==> src/rtl/mdu_pkg.sv <==
// Shared types and constants for the multicycle multiply/divide unit.
package mdu_pkg;

    localparam int MDU_WIDTH = 32;

    typedef enum logic [1:0] {
        IDLE     = 2'd0,
        RUN_MULT = 2'd1,
        RUN_DIV  = 2'd2,
        FIX      = 2'd3
    } mdu_state_e;

    // Iteration counter must be able to hold the full iteration count.
    function automatic int mdu_cnt_width(input int w);
        return $clog2(w) + 1;
    endfunction

endpackage

==> src/rtl/mdu_magnitude.sv <==
// Combinational two's-complement conditional negate; with negate_i = sign bit it yields |value_i|.
module mdu_magnitude #(
    parameter int W = 32
) (
    input  logic [W-1:0] value_i,
    input  logic         negate_i,
    output logic [W-1:0] result_o
);

    // Negate when requested, otherwise pass through.
    always_comb begin
        if (negate_i) begin
            result_o = (~value_i) + {{(W-1){1'b0}}, 1'b1};
        end else begin
            result_o = value_i;
        end
    end

endmodule

==> src/rtl/mult_div_unit.sv <==
// Multicycle signed multiply (shift-add) / divide (restoring) engine feeding HI/LO.
// Optional build macro MDU_DIVZERO_EN: short-circuit divide-by-zero with a div_zero pulse.
module mult_div_unit
    import mdu_pkg::*;
#(
    parameter int WIDTH = MDU_WIDTH
) (
    input  logic             clock,
    input  logic             reset,
    input  logic             start_mult,
    input  logic             start_div,
    input  logic [WIDTH-1:0] op_a,
    input  logic [WIDTH-1:0] op_b,
    output logic [WIDTH-1:0] hi_out,
    output logic [WIDTH-1:0] lo_out,
    output logic             busy,
    output logic             done,
    output logic             div_zero
);

    localparam int CNT_W = mdu_cnt_width(WIDTH);

    mdu_state_e         state_q;
    logic [CNT_W-1:0]   cnt_q;
    // Shared accumulator: mult {partial hi, multiplier}, div {remainder, dividend/quotient}.
    logic [2*WIDTH-1:0] prod_q;
    logic [WIDTH-1:0]   b_q;
    logic               is_div_q;
    logic               neg_q;
    logic               neg_rem_q;
    logic [WIDTH-1:0]   hi_q;
    logic [WIDTH-1:0]   lo_q;
    logic               busy_q;
    logic               done_q;

    logic [WIDTH-1:0]   mag_a_s;
    logic [WIDTH-1:0]   mag_b_s;
    logic [WIDTH:0]     mul_sum_s;
    logic [WIDTH:0]     div_shift_s;
    logic [WIDTH:0]     div_diff_s;
    logic [2*WIDTH-1:0] step_s;
    logic [2*WIDTH-1:0] prod_fix_s;
    logic [WIDTH-1:0]   quot_fix_s;
    logic [WIDTH-1:0]   rem_fix_s;

    mdu_magnitude #(.W(WIDTH)) u_abs_a (
        .value_i  (op_a),
        .negate_i (op_a[WIDTH-1]),
        .result_o (mag_a_s)
    );

    mdu_magnitude #(.W(WIDTH)) u_abs_b (
        .value_i  (op_b),
        .negate_i (op_b[WIDTH-1]),
        .result_o (mag_b_s)
    );

    mdu_magnitude #(.W(2*WIDTH)) u_fix_prod (
        .value_i  (prod_q),
        .negate_i (neg_q),
        .result_o (prod_fix_s)
    );

    mdu_magnitude #(.W(WIDTH)) u_fix_quot (
        .value_i  (prod_q[WIDTH-1:0]),
        .negate_i (neg_q),
        .result_o (quot_fix_s)
    );

    mdu_magnitude #(.W(WIDTH)) u_fix_rem (
        .value_i  (prod_q[2*WIDTH-1:WIDTH]),
        .negate_i (neg_rem_q),
        .result_o (rem_fix_s)
    );

    assign mul_sum_s   = {1'b0, prod_q[2*WIDTH-1:WIDTH]}
                       + (prod_q[0] ? {1'b0, b_q} : {(WIDTH+1){1'b0}});
    assign div_shift_s = {prod_q[2*WIDTH-1:WIDTH], prod_q[WIDTH-1]};
    assign div_diff_s  = div_shift_s - {1'b0, b_q};

    // One iteration of shift-add multiply or restoring divide.
    always_comb begin
        step_s = prod_q;
        if (state_q == RUN_DIV) begin
            if (!div_diff_s[WIDTH]) begin
                step_s = {div_diff_s[WIDTH-1:0], prod_q[WIDTH-2:0], 1'b1};
            end else begin
                step_s = {div_shift_s[WIDTH-1:0], prod_q[WIDTH-2:0], 1'b0};
            end
        end else begin
            step_s = {mul_sum_s, prod_q[WIDTH-1:1]};
        end
    end

`ifdef MDU_DIVZERO_EN
    logic div_zero_q;
    assign div_zero = div_zero_q;
`else
    assign div_zero = 1'b0;
`endif

    // Control FSM, iteration counter, datapath and registered outputs.
    always_ff @(posedge clock or posedge reset) begin
        if (reset) begin
            state_q   <= IDLE;
            cnt_q     <= {CNT_W{1'b0}};
            prod_q    <= {(2*WIDTH){1'b0}};
            b_q       <= {WIDTH{1'b0}};
            is_div_q  <= 1'b0;
            neg_q     <= 1'b0;
            neg_rem_q <= 1'b0;
            hi_q      <= {WIDTH{1'b0}};
            lo_q      <= {WIDTH{1'b0}};
            busy_q    <= 1'b0;
            done_q    <= 1'b0;
`ifdef MDU_DIVZERO_EN
            div_zero_q <= 1'b0;
`endif
        end else begin
            done_q <= 1'b0;
`ifdef MDU_DIVZERO_EN
            div_zero_q <= 1'b0;
`endif
            case (state_q)
                IDLE: begin
                    if (start_mult || start_div) begin
                        prod_q    <= {{WIDTH{1'b0}}, mag_a_s};
                        b_q       <= mag_b_s;
                        is_div_q  <= !start_mult;
                        neg_q     <= op_a[WIDTH-1] ^ op_b[WIDTH-1];
                        neg_rem_q <= op_a[WIDTH-1];
                        cnt_q     <= {CNT_W{1'b0}};
`ifdef MDU_DIVZERO_EN
                        if (!start_mult && (op_b == {WIDTH{1'b0}})) begin
                            done_q     <= 1'b1;
                            div_zero_q <= 1'b1;
                        end else begin
                            state_q <= start_mult ? RUN_MULT : RUN_DIV;
                            busy_q  <= 1'b1;
                        end
`else
                        state_q <= start_mult ? RUN_MULT : RUN_DIV;
                        busy_q  <= 1'b1;
`endif
                    end
                end
                RUN_MULT, RUN_DIV: begin
                    prod_q <= step_s;
                    cnt_q  <= cnt_q + {{(CNT_W-1){1'b0}}, 1'b1};
                    if (cnt_q == CNT_W'(WIDTH - 1)) begin
                        state_q <= FIX;
                    end
                end
                FIX: begin
                    if (is_div_q) begin
                        hi_q <= rem_fix_s;
                        lo_q <= quot_fix_s;
                    end else begin
                        hi_q <= prod_fix_s[2*WIDTH-1:WIDTH];
                        lo_q <= prod_fix_s[WIDTH-1:0];
                    end
                    done_q  <= 1'b1;
                    busy_q  <= 1'b0;
                    state_q <= IDLE;
                end
                default: begin
                    state_q <= IDLE;
                    busy_q  <= 1'b0;
                end
            endcase
        end
    end

    assign hi_out = hi_q;
    assign lo_out = lo_q;
    assign busy   = busy_q;
    assign done   = done_q;

endmodule

==> config.mk <==
export PLATFORM = sky130hd
export DESIGN_NAME = mult_div_unit
export DESIGN_NICKNAME = d
export VERILOG_FILES = /design/src/rtl/mdu_pkg.sv /design/src/rtl/mdu_magnitude.sv /design/src/rtl/mult_div_unit.sv
export SDC_FILE = /design/constraint.sdc
export NUM_CORES = 1
export LEC_CHECK = 0
export ABC_CLOCK_PERIOD_IN_PS = 7970
export CAP_MARGIN = 5
export CORE_MARGIN = 3
export CORE_UTILIZATION = 55
export DETAILED_ROUTE_END_ITERATION = 16
export PLACE_DENSITY_LB_ADDON = 0.15
export SETUP_SLACK_MARGIN = 0.15
export SLEW_MARGIN = 10
export SYNTH_ARGS = -nofsm -noshare
export SYNTH_HDL_FRONTEND = slang
export SYNTH_SLANG_ARGS = --single-unit
==> constraint.sdc <==
create_clock -name clock -period 7.97 [get_ports clock]
set_input_delay 1.9925 -clock clock [delete_from_list [all_inputs] [get_ports clock]]
set_output_delay 1.9925 -clock clock [all_outputs]
set_load 0.01 [all_outputs]
Fig. 1: met2 routing
Cells faint in the background.
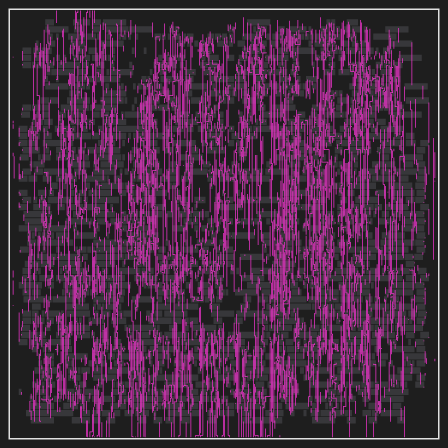
share of all routed wire: 45%
wire length on this layer: 17,000 um
longest straight run: 46.4 um
nets with wire on the layer: 1,512
met2 capacity usage during global routing: 0.443
Via Count: 12,300
total wire length after detailed routing: 38,200 um

Fig. 2: register map, names as in the netlist
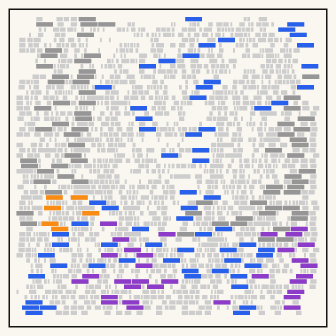
[purple] lo_out | flops: 32 | where: a horizontal strip, bottom
[blue] prod_q | flops: 64 | where: all over the die
[orange] cnt_q | flops: 6

Fig. 3: placement view
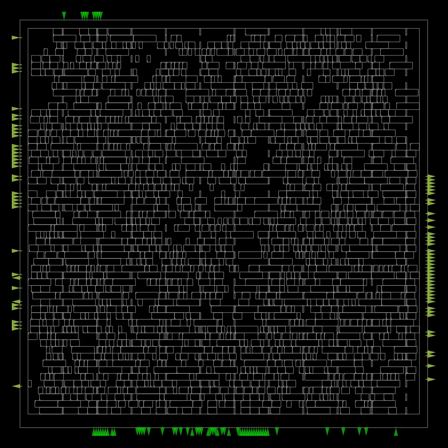
row count: 57
number of inserted filler cells in the final layout: 2,158
fraction of area in registers: 0.274
number of tap instances: 324

Fig. 4: the metal 1 layer
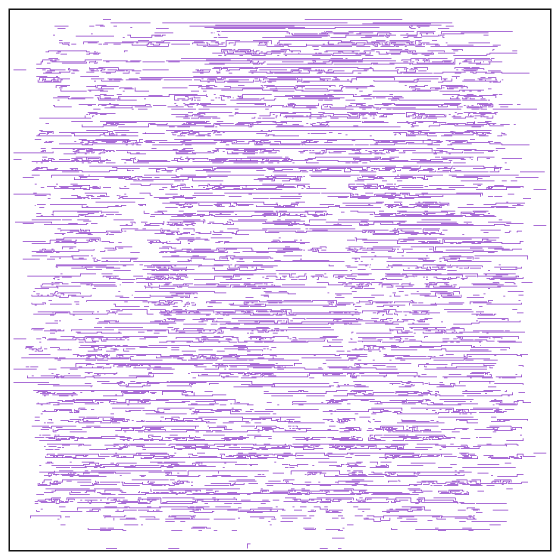
nets with wire on the layer: 1,703
share of all routed wire: 49%
longest straight run: 92.9 um
wire length on this layer: 18,700 um
main direction: horizontal
met1 global-route usage: 0.434

Fig. 5: local utilization
16 x 16 tiles, from white (low) to dark blue (high), 0 to 100% covered.
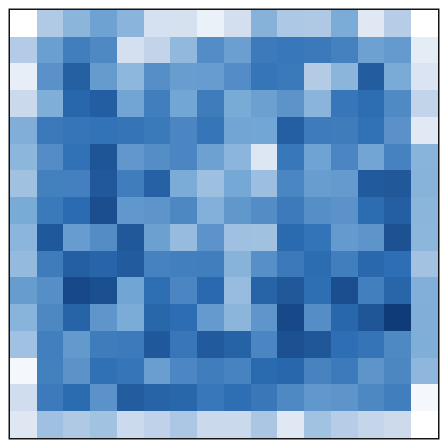
tiles over 75% full: 19%
mean over tiles: 57%
fullest tile: 95%

==> out/notes.md <==
Along the worst hold path, the cell count comes to 2. Termination of the worst setup path: b_q[29]$_DFFE_PP0P_. The data arrival time at the worst-slack endpoint was 5.16 ns. The run gives 2,072 for the count of placed standard cells in the final layout, fillers left out. For the overall fraction of global-route tracks in use, the log shows 0.286. The multi-input gate share of the layout cell area is 0.557, and the number of nets still failing antenna checks after routing is 0.

The and-or/or-and share of the synthesized area works out to 0.227. The effective utilization at floorplan is 0.562. For the worst-skew pair, the clock arrives at the later sink with an insertion delay of 0.44 ns.

Slowest stage cell on the critical path: sky130_fd_sc_hd__or4_4. The total buffers and inverters traversed by the critical path is 1. The routed design shows a via density per instance of 5.95.

The run finished with clean final reports. The run gives 11,600 as the number of global-route vias before repair. The global-route met3 utilization is 0.0343, and the number of sinks driven by the clock tree is 173. The number of non-clock inverters was 60.

STA reports a reg2reg setup slack of 3.76 ns. In this run the maximum-capacitance check reported violations numbering 0. The layer with the highest usage after global routing was met2. For the total area of sequential cells, the log shows 0.00433 sq mm.

Worst slew slack as a fraction of its limit: 0.178. The combinational gate area was 0.00882 sq mm; the total of buffers placed on input and output ports was 133. The clock transition time at the flip-flop clock pins of the worst setup and hold paths works out to 0.07 ns. Averaged over all synthesized cells, the footprint is 8.21 sq um. The largest total area in the synthesized netlist belongs to sky130_fd_sc_hd__dfrtp_1. Power density over the cells: 483 mW/mm^2.

Startpoint kind of the worst setup timing path: a primary input. The logs give 0.115 for the proportion of power drawn by the clock network and 8.27 ns for the critical path required time. The clock passes through at most 2 buffers. The end-of-flow timing check tallies setup violations at 0. Ranked by total area, the top cell class in this layout is logic gates.

Number of I/O pins: 135.
-- power groups by stage --
stage / combinational (mW) / clock (mW) / sequential, mW
6_report: 4.93 / 0.880 / 1.82
5_1_grt: 5.48 / 0.932 / 1.88
4_1_cts: 4.89 / 0.894 / 1.81
3_5_place_dp: 4.86 / 0 / 1.82
3_3_place_gp: 4.77 / 0 / 1.80
2_1_floorplan: 3.54 / 0 / 1.71
-- registers in the layout (all words and copies together), names as in the netlist, 2 cells and up --
register  count
prod_q       64
hi_out       32
state_q       2
lo_out       32
b_q          32
cnt_q         6
-- per-stage QoR --
step / utilization / cell area [sq um]
after CTS: 0.649 / 15800
after floorplan: - / 13700
after global routing: 0.649 / 15800
after detailed placement: 0.623 / 15200
after global placement: 0.623 / 15200
final: 0.649 / 15800
Power and IR drop assume default switching activity.
